Design calc_op_sequencer, sky130hd; sources not shown.
**Metal 1**

Drawn at 6 px/um. Supply wires on this layer in gray.
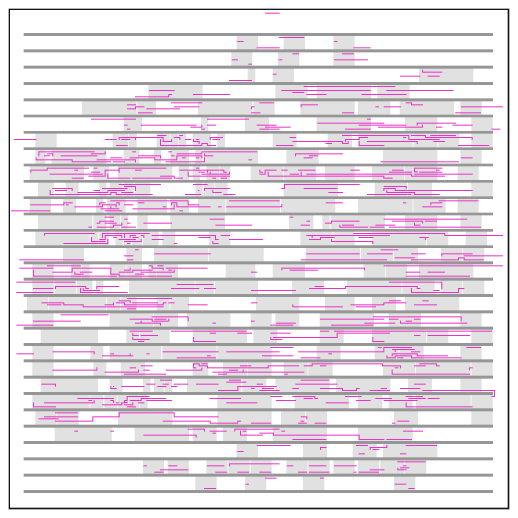
share of all routed wire: 47%
longest straight run: 26.2 um
nets with wire on the layer: 241
wire length on this layer: 2,250 um
met1 Use GR: 19.47%
DRT Wirelength: 4.796 mm
total vias in the final route: 1,663

**The metal 3 layer**

Drawn at 4 px/um.
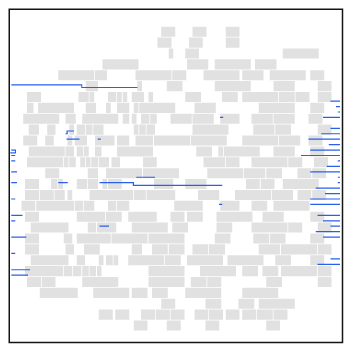
share of all routed wire: 4.2%
nets with wire on the layer: 42
wire length on this layer: 203 um
main direction: horizontal
Global Route met3 Usage: 3.380%

**Metal layers overlaid**

Drawn at 6 px/um. Two of the layers only.
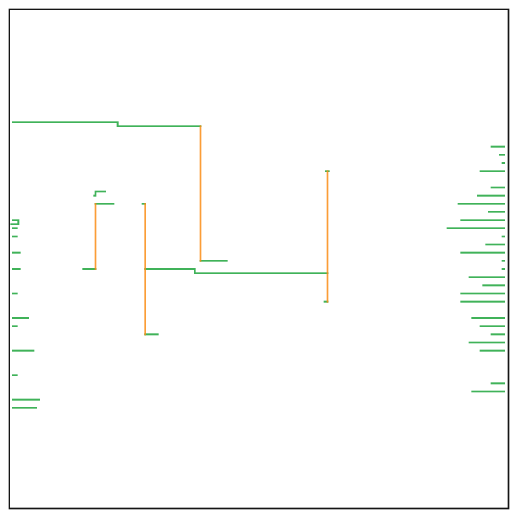
| color | layer | wire length |
|---|---|---|
| green | met3 | 203 um |
| orange | met4 | 76.8 um |
wire length per cell: 14.71 um
Total GRT Usage: 14.86%

==> qor.txt <==
Status: complete, no violations
Clk slew on worst S/H paths: 0.09 ns
Grt peak-use layer: met2
Routed wl met2: 2.267 mm
Non-clock inverters: 4
Fin Hold WS: 0.4937 ns
Util after Layout: 55.63%
Setup Slack @ Placement: 0.1140 ns
Post-CTS Setup Inserts: 0
Comb. pwr: 0.00219 W
Worst Path Arrival: 1.63 ns
Dpl cell area: 3206 um^2
Worst path max stage delay: 0.70 ns
Max_slew headroom: 61.75%
Reg power frac: 35.5%
Met3 routed WL: 203 um
OpenROAD warnings: 26
Top-count cell post-synth: dfrtp_1
Net Count, Synth: 208
Yosys cell count: 183
GP Congestion: 0.7739
Synth Warn #: 0
Final #Nets: 275
Critical Path Stages: 1
Max FO, Critical Path: 11
Worst-path cell chain: clkdlybuf4s50_1
Maximum clock rate: 0.4744 GHz
P_sw: 0.001501 W
CP Capture Type: output pin
CLK BUF: 5
Final-report max-slew violation count: 0
Clk latency late pin: 0.30 ns
Type of the tightest min-delay check: flop to flop
Layout Cells excl Fill: 326
Multi-input comb cells: 119
Power and IR drop assume default switching activity.
